--- src/rtl/viterbi_pkg.sv ---
// Shared Viterbi constants: default trellis geometry, metric packing helper, normalisation bit.
package viterbi_pkg;

  localparam int DEF_NUM_STATES = 4;
  localparam int DEF_PM_WIDTH   = 8;
  localparam int DEF_TBL        = 15;

  // Bit cleared from every metric when all metrics have it set.
  localparam int NORM_MSB = DEF_PM_WIDTH - 1;

  // LSB position of state s inside a flattened metric vector.
  function automatic int pm_idx(input int s, input int w = DEF_PM_WIDTH);
    return s * w;
  endfunction

endpackage

--- src/rtl/pm_argmin.sv ---
// Combinational minimum-finder over N packed W-bit values; lowest index wins ties.
// Zero latency, no state, no flow control.
module pm_argmin
  import viterbi_pkg::*;
#(
  parameter int N = DEF_NUM_STATES,
  parameter int W = DEF_PM_WIDTH,
  localparam int SW = $clog2(N)
) (
  input  logic [N*W-1:0] vals_i,
  output logic [SW-1:0]  idx_o,
  output logic [W-1:0]   min_o
);

  // Heap-ordered tree: leaves at N-1..2N-2, left child always covers lower indices.
  logic [W-1:0]  node_val [2*N-1];
  logic [SW-1:0] node_idx [2*N-1];

  always_comb begin
    for (int s = 0; s < N; s++) begin
      node_val[N-1+s] = vals_i[pm_idx(s, W) +: W];
      node_idx[N-1+s] = SW'(s);
    end
    for (int i = N - 2; i >= 0; i--) begin
      if (node_val[2*i+2] < node_val[2*i+1]) begin
        node_val[i] = node_val[2*i+2];
        node_idx[i] = node_idx[2*i+2];
      end else begin
        node_val[i] = node_val[2*i+1];
        node_idx[i] = node_idx[2*i+1];
      end
    end
    idx_o = node_idx[0];
    min_o = node_val[0];
  end

endmodule

--- src/rtl/pmu_ring.sv ---
// Path-metric store with renormalisation, best-state tracking and a TBL-deep decision ring.
// Writes take effect one cycle later, reads are combinational; no backpressure.
module pmu_ring
  import viterbi_pkg::*;
#(
  parameter int NUM_STATES = DEF_NUM_STATES,
  parameter int PM_WIDTH   = DEF_PM_WIDTH,
  parameter int TBL        = DEF_TBL,
  parameter int INIT_PM    = 0,
  localparam int AW = $clog2(TBL),
  localparam int SW = $clog2(NUM_STATES),
  localparam int FW = $clog2(TBL + 1)
) (
  input  logic                           clk,
  input  logic                           rst,
  input  logic                           valid_i,
  input  logic                           flush_i,
  input  logic [NUM_STATES-1:0]          dec_bits_i,
  input  logic [NUM_STATES*PM_WIDTH-1:0] pm_new_i,
  input  logic [AW-1:0]                  read_addr_i,
  output logic [NUM_STATES*PM_WIDTH-1:0] pm_current_o,
  output logic [NUM_STATES-1:0]          read_data_o,
  output logic [SW-1:0]                  best_state_o,
  output logic [PM_WIDTH-1:0]            best_pm_o,
  output logic [FW-1:0]                  fill_o,
  output logic                           full_o,
  output logic                           norm_o
);

  localparam int MSB = NORM_MSB + (PM_WIDTH - DEF_PM_WIDTH);

  logic [PM_WIDTH-1:0]   pm_q [NUM_STATES];
  logic [PM_WIDTH-1:0]   pm_d [NUM_STATES];
  logic [NUM_STATES-1:0] mem_q [TBL];
  logic [AW-1:0]         wr_ptr_q, wr_ptr_d;
  logic [FW-1:0]         fill_q, fill_d;
  logic                  norm_q, norm_d;
  logic [SW-1:0]         best_state_q, best_state_d;
  logic [PM_WIDTH-1:0]   best_pm_q, best_pm_d;

  logic                           all_msb;
  logic [NUM_STATES*PM_WIDTH-1:0] pm_norm;
  logic [SW-1:0]                  am_idx;
  logic [PM_WIDTH-1:0]            am_val;
  logic [AW-1:0]                  ptr_base;
  logic [FW-1:0]                  fill_base;
  int                             rd_sum;
  logic [AW-1:0]                  rd_phys;
  logic                           rd_ok;

  // Renormalise only when every metric has crossed half range, so ordering is preserved.
  always_comb begin
    all_msb = 1'b1;
    for (int s = 0; s < NUM_STATES; s++) begin
      all_msb = all_msb & pm_new_i[pm_idx(s, PM_WIDTH) + MSB];
    end
    pm_norm = pm_new_i;
    if (all_msb) begin
      for (int s = 0; s < NUM_STATES; s++) begin
        pm_norm[pm_idx(s, PM_WIDTH) + MSB] = 1'b0;
      end
    end
  end

  pm_argmin #(
    .N (NUM_STATES),
    .W (PM_WIDTH)
  ) u_argmin (
    .vals_i (pm_norm),
    .idx_o  (am_idx),
    .min_o  (am_val)
  );

  always_comb begin
    ptr_base     = flush_i ? '0 : wr_ptr_q;
    fill_base    = flush_i ? '0 : fill_q;
    wr_ptr_d     = ptr_base;
    fill_d       = fill_base;
    norm_d       = 1'b0;
    best_state_d = best_state_q;
    best_pm_d    = best_pm_q;
    for (int s = 0; s < NUM_STATES; s++) begin
      pm_d[s] = pm_q[s];
    end

    if (flush_i) begin
      best_state_d = '0;
      best_pm_d    = '0;
      for (int s = 0; s < NUM_STATES; s++) begin
        pm_d[s] = (s == 0) ? '0 : PM_WIDTH'(INIT_PM);
      end
    end

    if (valid_i) begin
      wr_ptr_d     = (ptr_base == AW'(TBL - 1)) ? '0 : ptr_base + AW'(1);
      fill_d       = (fill_base == FW'(TBL)) ? fill_base : fill_base + FW'(1);
      norm_d       = all_msb;
      best_state_d = am_idx;
      best_pm_d    = am_val;
      for (int s = 0; s < NUM_STATES; s++) begin
        pm_d[s] = pm_norm[pm_idx(s, PM_WIDTH) +: PM_WIDTH];
      end
    end
  end

  always_ff @(posedge clk) begin
    if (rst) begin
      wr_ptr_q     <= '0;
      fill_q       <= '0;
      norm_q       <= 1'b0;
      best_state_q <= '0;
      best_pm_q    <= '0;
      for (int s = 0; s < NUM_STATES; s++) begin
        pm_q[s] <= (s == 0) ? '0 : PM_WIDTH'(INIT_PM);
      end
    end else begin
      wr_ptr_q     <= wr_ptr_d;
      fill_q       <= fill_d;
      norm_q       <= norm_d;
      best_state_q <= best_state_d;
      best_pm_q    <= best_pm_d;
      for (int s = 0; s < NUM_STATES; s++) begin
        pm_q[s] <= pm_d[s];
      end
    end
  end

  // Ring contents are never cleared; stale slots are hidden by the fill mask.
  always_ff @(posedge clk) begin
    if (!rst && valid_i) begin
      mem_q[ptr_base] <= dec_bits_i;
    end
  end

  // Age 0 is the slot about to be overwritten, i.e. the oldest entry.
  always_comb begin
    rd_sum = int'(wr_ptr_q) + int'(read_addr_i);
    if (rd_sum >= TBL) begin
      rd_sum = rd_sum - TBL;
    end
    rd_phys     = AW'(rd_sum);
    rd_ok       = (int'(read_addr_i) < TBL) && (int'(read_addr_i) >= TBL - int'(fill_q));
    read_data_o = rd_ok ? mem_q[rd_phys] : '0;
  end

  always_comb begin
    pm_current_o = '0;
    for (int s = 0; s < NUM_STATES; s++) begin
      pm_current_o[pm_idx(s, PM_WIDTH) +: PM_WIDTH] = pm_q[s];
    end
  end

  assign best_state_o = best_state_q;
  assign best_pm_o    = best_pm_q;
  assign fill_o       = fill_q;
  assign full_o       = (fill_q == FW'(TBL));
  assign norm_o       = norm_q;

endmodule

--- config.mk ---
export PLATFORM = sky130hd
export DESIGN_NAME = pmu_ring
export DESIGN_NICKNAME = d
export VERILOG_FILES = /design/src/rtl/viterbi_pkg.sv /design/src/rtl/pm_argmin.sv /design/src/rtl/pmu_ring.sv
export SDC_FILE = /design/constraint.sdc
export NUM_CORES = 1
export LEC_CHECK = 0
export CELL_PAD_IN_SITES_DETAIL_PLACEMENT = 1
export CELL_PAD_IN_SITES_GLOBAL_PLACEMENT = 1
export CORE_MARGIN = 5
export CORE_UTILIZATION = 40
export DETAILED_ROUTE_END_ITERATION = 8
export PLACE_DENSITY_LB_ADDON = 0.1
export SETUP_SLACK_MARGIN = 0.02
export SKIP_CTS_REPAIR_TIMING = 1
export SLEW_MARGIN = 20
export SYNTH_ARGS = -nofsm -noshare
export SYNTH_HDL_FRONTEND = slang
export SYNTH_HIERARCHICAL = 1
export SYNTH_SLANG_ARGS = --single-unit
--- constraint.sdc ---
create_clock -name clk -period 4.7 [get_ports clk]
set_input_delay 0.705 -clock clk [delete_from_list [all_inputs] [get_ports clk]]
set_output_delay 0.705 -clock clk [all_outputs]
set_load 0.02 [all_outputs]
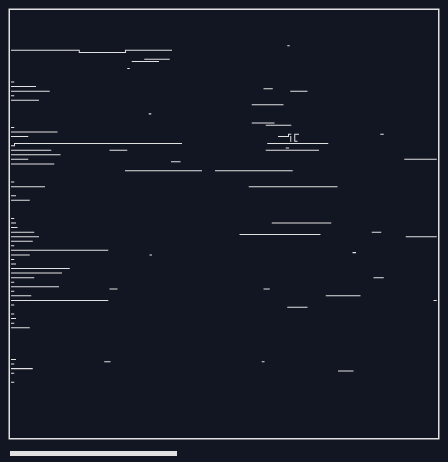
Run 1: M3 wires
Bar = 50 um.
longest straight run	49.9 um
main direction	horizontal
share of all routed wire	4.0%

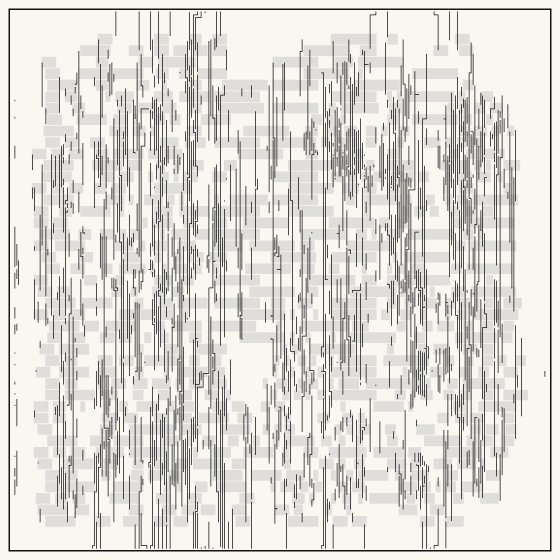
Run 1: signal wires on met2
nets with wire on the layer	658
share of all routed wire	51%
longest straight run	64.9 um

==> Changelog: implementation, run 1 <==
## Implementation

- Category of the most critical setup path: input pin to output pin
- Family of cells with the greatest summed delay on the critical path: buffers and inverters
- Final setup vio count: 0
- Remaining antenna violation count after routing: 0
- Nonclk inv count: 31
- Number of maximum-capacitance constraint violations: 0
- Hold_sp: pm_q[2][2]
- Floorplan die width: 128 um
- Final worst hold slack: around 0.48 ns
- Effective utilization at floorplan: 40.4%
- Biggest power consumer among the groups: sequential cells
- Final-report max-slew violation count: 0
- Power density of the placed cells: 325 mW/mm^2
- Switching fraction of total power: 27.0%
- Depth of the CTS H-tree: 3
- Number of antenna violations at the first check in global routing: 0
- Proportion of power drawn by the clock network: between 30% and 40%
- Core Area: 0.0138 mm^2
- Number of buffer and inverter instances along the worst setup path: 7
- Leading cell types by count after synthesis: sky130_fd_sc_hd__edfxtp_1 (60), sky130_fd_sc_hd__dfxtp_1 (51), sky130_fd_sc_hd__a22o_1 (42), sky130_fd_sc_hd__nor2_1 (33)
- Worst setup slack for register-to-register paths: roughly 3.1 ns
- Power share of the sequential group: between 40 and 50%
- Clock net power: 780 uW
- Via count of the first global-routing pass: about 4.9k
- Clock insertion delay at the later pin of the skew report: around 0.35 ns
- Syn nets: between 500 and 600
- Synthesized instance count: 501
- Die boundary height: 128 um
- Total power after layout: approximately 2.4 mW
- Final-layout non-clock buffer area share: around 18%
- Minimum setup slack in the final design: about 0.13 ns
- FA/HA/MAJ Cells, Area Fraction: 7.33%
- Max clock buf depth: 2
- Leading cell type in the layout, fill and taps excluded: sky130_fd_sc_hd__clkdlybuf4s50_1
- Maximum number of pins on one net before global-route repair: 43
- Worst Setup Start Kind: input pin
- Largest type area fraction: 32.4%
- Layout Area Growth over Synthesis: 34.5%
- Average footprint of a synthesized cell: 11.1 um^2
- Area leader, netlist: sky130_fd_sc_hd__edfxtp_1
- Count of pins on the block boundary: ~96
- Slew at the pin closest to its max-slew limit: 0.775 ns
- Count of tool warnings: 26
- Average wire per standard cell: 19.6 um
- Tally of clock buffers in the finished layout: 13
- Total placed instance area: 0.00700 mm^2
- Run status: finished clean
- Clock slew at reported path FFs: approximately 0.070 ns
- Clock Sinks: 111
- Proportion of layout cells with a drive suffix above 1: 15.3%
- Sequential Area: 0.00282 mm^2
- Layer carrying the most global-route usage: met2
- Share of cell area taken by muxes after synthesis: ~6%
- Number of fill cells in the layout: about 1.5k
- Synth flops: 111
- Total Routed Length: between 15000 and 20000 um
- Iteration count of the initial detailed-routing pass: 4
- Maximum clock frequency: 219 MHz
- Drt via density: 5.53
- Dominant combinational family: AND-OR/OR-AND gates
- DIE AREA: 0.0164 mm^2
- Post-synth EDFFs: 60
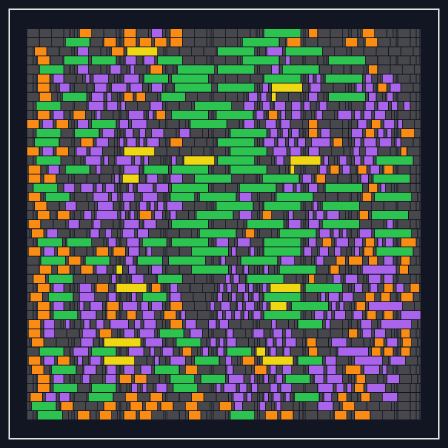
Run 1: placement by cell class
Fill, decap, tap and diode cells in gray.
color	class	cells
purple	all other logic	365
yellow	clock drivers and dummy loads	16
orange	other buffers and delay cells	150
green	flops	111

-- run 1: metal layers --
layer,vias up,routed length [um],share of wire (%)
met5,-,0,0
met4,0,411,2.6
met3,22,638,4.0
met2,106,8170,51
met1,2231,6870,43
li1,2187,-,-
-- run 1: worst max-delay path by stage --
stage / cells past startpoint / from / to
finish: 15 / read_addr_i[0] / read_data_o[3]
global route: 15 / read_addr_i[0] / read_data_o[3]
CTS: 13 / read_addr_i[0] / read_data_o[3]
detailed placement: 13 / read_addr_i[0] / read_data_o[3]
global placement: 13 / read_addr_i[0] / read_data_o[0]
floorplan: 10 / read_addr_i[0] / read_data_o[0]
-- run 1: state kept, by name (all words and copies together), names as in the netlist --
register      count
mem_q            60
wr_ptr_q          4
fill_o            4
best_state_o      2
norm_o            1
best_pm_o         8
pm_q             32
Run 1, placed standard cells:
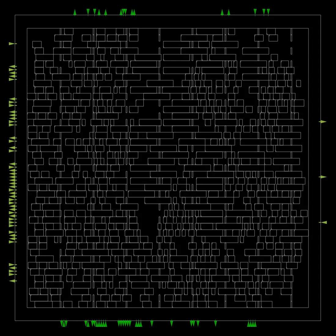

## Run 2: what changed since run 1
CORE_UTILIZATION = 30   (was 40)
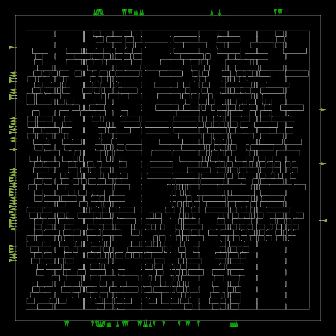
Run 2: placed standard cells
core occupancy in the finished layout: 41.8%
number of fill cells in the layout: 1955
Seq cells: 111
proportion of cell area occupied by registers: 37.3%

==> Changelog: implementation, run 2 <==
## Implementation

- Reg with most FFs: mem_q (unchanged)
- Instance count after placement with tap cells included: 851 (was 798)
- Area leader, netlist: sky130_fd_sc_hd__edfxtp_1 (unchanged)
- Synth flops: 111 (unchanged)
- Leading cell types by count after synthesis: sky130_fd_sc_hd__edfxtp_1 (60), sky130_fd_sc_hd__dfxtp_1 (51), sky130_fd_sc_hd__a22o_1 (42), sky130_fd_sc_hd__nor2_1 (33) (unchanged)
- Slew at the pin closest to its max-slew limit: 0.827 ns (was 0.775 ns)
- Sequential Area: 0.00282 mm^2 (unchanged)
- Worst path cell trace: clkdlybuf4s50_1 -> ha_2 -> a21o_1 -> a21oi_4 -> o41ai_4 -> buf_4 -> or2_1 -> buf_4 -> mux2_2 -> o22ai_2 -> nor3_1 -> or4_1 -> clkbuf_2 (was dlymetal6s2s_1 -> ha_2 -> fa_2 -> buf_4 -> a21oi_4 -> o41ai_4 -> buf_4 -> buf_4 -> buf_6 -> nand3b_1 -> o21ai_2 -> buf_4 -> nor3_1 -> or4_4 -> buf_6)
- Category of the most critical setup path: input pin to output pin (unchanged)
- Depth of the CTS H-tree: 3 (unchanged)
- Clock net power: 804 uW (was 780 uW)
- Synthesized instance count: 501 (unchanged)
- Total power after layout: 2.46 mW (was 2.43 mW)
- Clock insertion delay at the later pin of the skew report: 0.35 ns (about the same)
- Maximum number of pins on one net before global-route repair: 43 (unchanged)
- Post-synth EDFFs: 60 (unchanged)
- Effective utilization at floorplan: 30.8% (was 40.4%)
- Largest cell class by area: flip-flops and latches (unchanged)
- Hold_sp: pm_q[2][2] (unchanged)
- Layout Area Growth over Synthesis: 35.9% (was 34.5%)
- Sequential share of the synthesized area: 50.7% (unchanged)
- Fin nets: 714 (was 713)
- Total placed instance area: 0.00711 mm^2 (was 0.00700 mm^2)
- Clock slew at reported path FFs: 0.08 ns (was 0.07 ns)
- Clock Sinks: 111 (unchanged)
- Proportion of power drawn by the clock network: 32.6% (was 32.1%)
- Number of gates on the worst path with buffers counted: 13 (was 15)
- Drt via density: 5.17 (was 5.53)
- Count of pins on the block boundary: 96 (unchanged)
- Power share of the sequential group: 43.2% (was 43.8%)
- Comb gate area: 0.00265 mm^2 (about the same)
- Fraction of area in multi-input gates: 35.0% (was 35.4%)
- Dominant combinational family: AND-OR/OR-AND gates (unchanged)
- Max clock buf depth: 2 (unchanged)
- Worst setup path start: read_addr_i[2] (was read_addr_i[0])
- Average footprint of a synthesized cell: 11.1 um^2 (unchanged)
- Iteration count of the initial detailed-routing pass: 4 (unchanged)
- Syn nets: 577 (unchanged)
- Run status: finished clean (unchanged)
- Proportion of layout cells with a drive suffix above 1: 16.3% (was 15.3%)
- Final-layout non-clock buffer area share: 18.2% (was 18.3%)
- Leading cell type in the layout, fill and taps excluded: sky130_fd_sc_hd__clkdlybuf4s50_1 (unchanged)
- Remaining antenna violation count after routing: 0 (unchanged)
- Die boundary height: 146 um (was 128 um)
- Worst Setup Start Kind: input pin (unchanged)
- FA/HA/MAJ Cells, Area Fraction: 7.33% (unchanged)
- DIE AREA: 0.0214 mm^2 (was 0.0164 mm^2)
- Total Routed Length: 16300 um (was 16100 um)
- Tally of clock buffers in the finished layout: 9 (was 13)
- Nonclk inv count: 31 (unchanged)
- Final-report max-slew violation count: 0 (unchanged)
- Max reg flops: 60 (unchanged)
- Share of cell area taken by muxes after synthesis: 6.00% (unchanged)
- Worst setup slack for register-to-register paths: 2.91 ns (was 3.07 ns)
- Final setup vio count: 0 (unchanged)
- Power density of the placed cells: 326 mW/mm^2 (was 325 mW/mm^2)
- Core Area: 0.0181 mm^2 (was 0.0138 mm^2)
- Biggest power consumer among the groups: sequential cells (unchanged)
- Family of cells with the greatest summed delay on the critical path: buffers and inverters (unchanged)
- Floorplan die width: 146 um (was 128 um)
- Termination of the worst setup path: read_data_o[0] (was read_data_o[3])
- Critical Path Fanout Max: 7 (was 10)
- Via count of the first global-routing pass: 4988 (was 4909)
- Count of tool warnings: 26 (unchanged)
- Switching fraction of total power: 28.2% (was 27.0%)
- Maximum clock frequency: 219 MHz (about the same)
- Number of antenna violations at the first check in global routing: 0 (unchanged)
## run 2: routing by layer
layer	vias up	GRT usage [%]	routed length (um)
li1	2195	-	-
met3	16	4.09	745
met1	2214	17.7	6960
met2	82	28.0	8340
met4	0	3.39	254
met5	-	0	0
## run 2: stage by stage
step,hold WS (ns),util [%],setup WS [ns]
floorplan,0.558,-,0.433
global placement,0.456,39.3,-0.504
detailed placement,0.456,39.3,-0.647
CTS,0.485,41.0,-0.662
global route,0.497,41.8,0.0250
finish,0.480,41.8,0.125
## run 2: logic make-up after synthesis
kind of cell | count (synthesis)
flip-flops | 111
AND-OR/OR-AND | 138
AND/OR/NAND/NOR | 127
multiplexers | 33
buffers and inverters | 56
adder cells (fa/ha/maj) | 32
XOR/XNOR | 4
Run 2, signal wires on met2:
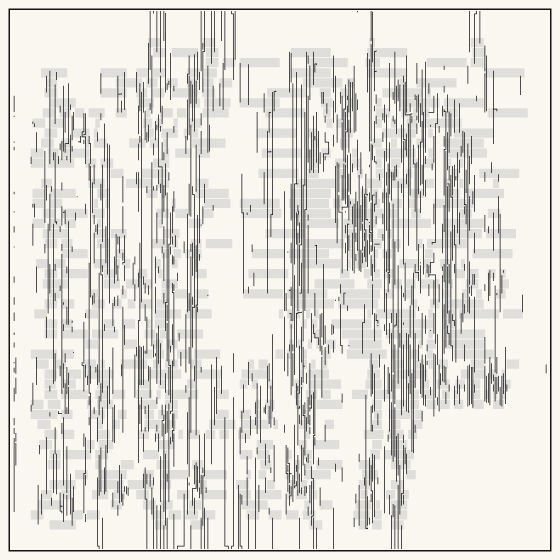

## Run 3: what changed since run 2
HOLD_SLACK_MARGIN = 0.06   (was default)
REMOVE_ABC_BUFFERS = 1   (was default)
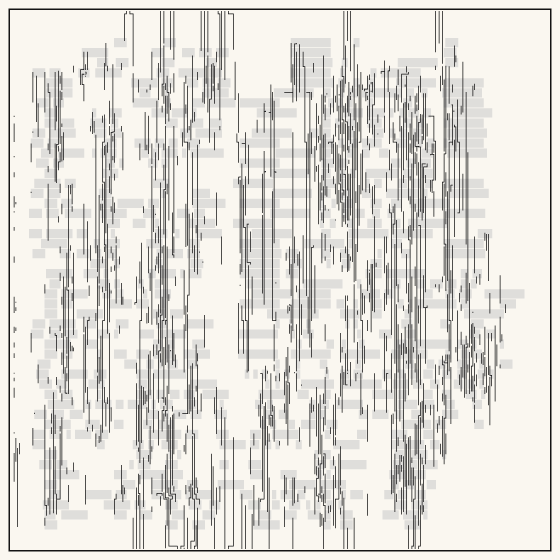
Run 3: signal wires on met2
longest straight run	69.0 um
nets with wire on the layer	646
share of all routed wire	50%

==> Changelog: implementation, run 3 <==
## Implementation

- Max reg flops: 60 (unchanged)
- Average wire per standard cell: 18.7 um (about the same)
- Synthesized instance count: 501 (unchanged)
- Hold_sp: pm_q[2][0] (was pm_q[2][2])
- Met1 Resource Use GR: 17.6% (was 17.7%)
- Clock slew at reported path FFs: 0.08 ns (about the same)
- Post-synth EDFFs: 60 (unchanged)
- Count of pins on the block boundary: 96 (unchanged)
- Depth of the CTS H-tree: 3 (unchanged)
- Worst setup path start: read_addr_i[3] (was read_addr_i[2])
- DIE AREA: 0.0214 mm^2 (unchanged)
- Final setup vio count: 0 (unchanged)
- Synth flops: 111 (unchanged)
- Clock insertion delay at the later pin of the skew report: 0.35 ns (about the same)
- Area leader, netlist: sky130_fd_sc_hd__edfxtp_1 (unchanged)
- Core occupancy in the finished layout: 41.4% (was 41.8%)
- Layout Area Growth over Synthesis: 34.5% (was 35.9%)
- Maximum number of pins on one net before global-route repair: 43 (unchanged)
- Clock Sinks: 111 (unchanged)
- Run status: finished clean (unchanged)
- Number of gates on the worst path with buffers counted: 13 (unchanged)
- Minimum setup slack in the final design: 0.123 ns (was 0.125 ns)
- Floorplan die width: 146 um (unchanged)
- Total placed instance area: 0.00709 mm^2 (was 0.00711 mm^2)
- Slew at the pin closest to its max-slew limit: 0.870 ns (was 0.827 ns)
- Leading cell types by count after synthesis: sky130_fd_sc_hd__edfxtp_1 (60), sky130_fd_sc_hd__dfxtp_1 (51), sky130_fd_sc_hd__a22o_1 (42), sky130_fd_sc_hd__nor2_1 (33) (unchanged)
- Count of tool warnings: 25 (was 26)
- Number of antenna violations at the first check in global routing: 0 (unchanged)
- Worst Setup Start Kind: input pin (unchanged)
- Instance count after placement with tap cells included: 850 (was 851)
- Termination of the worst setup path: read_data_o[3] (was read_data_o[0])
- FA/HA/MAJ Cells, Area Fraction: 7.33% (unchanged)
- Dominant combinational family: AND-OR/OR-AND gates (unchanged)
- Worst setup slack for register-to-register paths: 2.86 ns (was 2.91 ns)
- Drt via density: 5.16 (was 5.17)
- Iteration count of the initial detailed-routing pass: 4 (unchanged)
- Worst path cell trace: clkdlybuf4s50_1 -> ha_1 -> nor3b_2 -> o41ai_4 -> buf_4 -> buf_4 -> buf_6 -> nand2b_1 -> mux2_4 -> o22ai_1 -> nor3_1 -> or4_1 -> clkbuf_2 (was clkdlybuf4s50_1 -> ha_2 -> a21o_1 -> a21oi_4 -> o41ai_4 -> buf_4 -> or2_1 -> buf_4 -> mux2_2 -> o22ai_2 -> nor3_1 -> or4_1 -> clkbuf_2)
- Max clock buf depth: 2 (unchanged)
- Reg with most FFs: mem_q (unchanged)
- Total Routed Length: 16300 um (about the same)
- Sequential share of the synthesized area: 50.7% (unchanged)
- Fin nets: 711 (was 714)
- Remaining antenna violation count after routing: 0 (unchanged)
- Category of the most critical setup path: input pin to output pin (unchanged)
- Largest type area fraction: 32.4% (unchanged)
- Layer carrying the most global-route usage: met2 (unchanged)
[run 3: power breakdown]
part | internal, mW | switching (mW) | total, mW | leakage [nW]
sequential | 1.05 | 0.0159 | 1.06 | 0.960
combinational | 0.276 | 0.295 | 0.571 | 1.87
clock | 0.400 | 0.370 | 0.770 | 0.150
[run 3: area by class of cell]
| cell class | count | area [um^2] |
|---|---|---|
| well taps | 229 | 287 |
| multi-input cells | 334 | 2610 |
| inverters | 31 | 116 |
| repair buffers | 148 | 1350 |
| flip-flops and latches | 111 | 2820 |
| clock buffers | 11 | 253 |
| fillers | 1955 | 10600 |
| clock inverters | 5 | 48.8 |
[run 3: metal layers]
metal / up-vias / share of wire (%)
met5: - / 0
met1: 2182 / 42
met4: 0 / 2.3
met2: 91 / 50
li1: 2190 / -
met3: 22 / 5.0

==> screenshots <==
I/O nets highlighted.
(a)
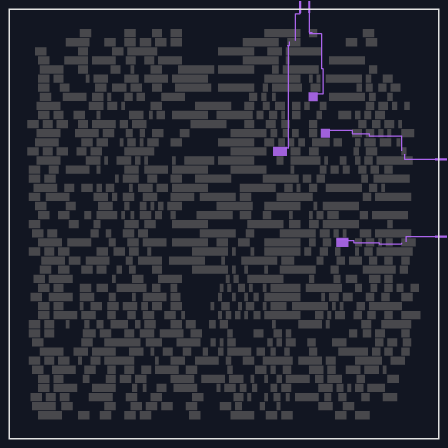
(b)
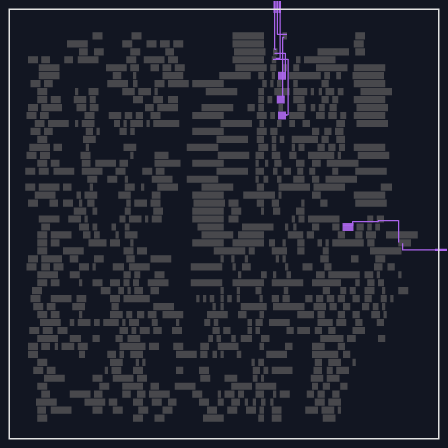
(b): run 3
(a): run 1

No activity file was given, so power comes from the tool's default toggle rates.
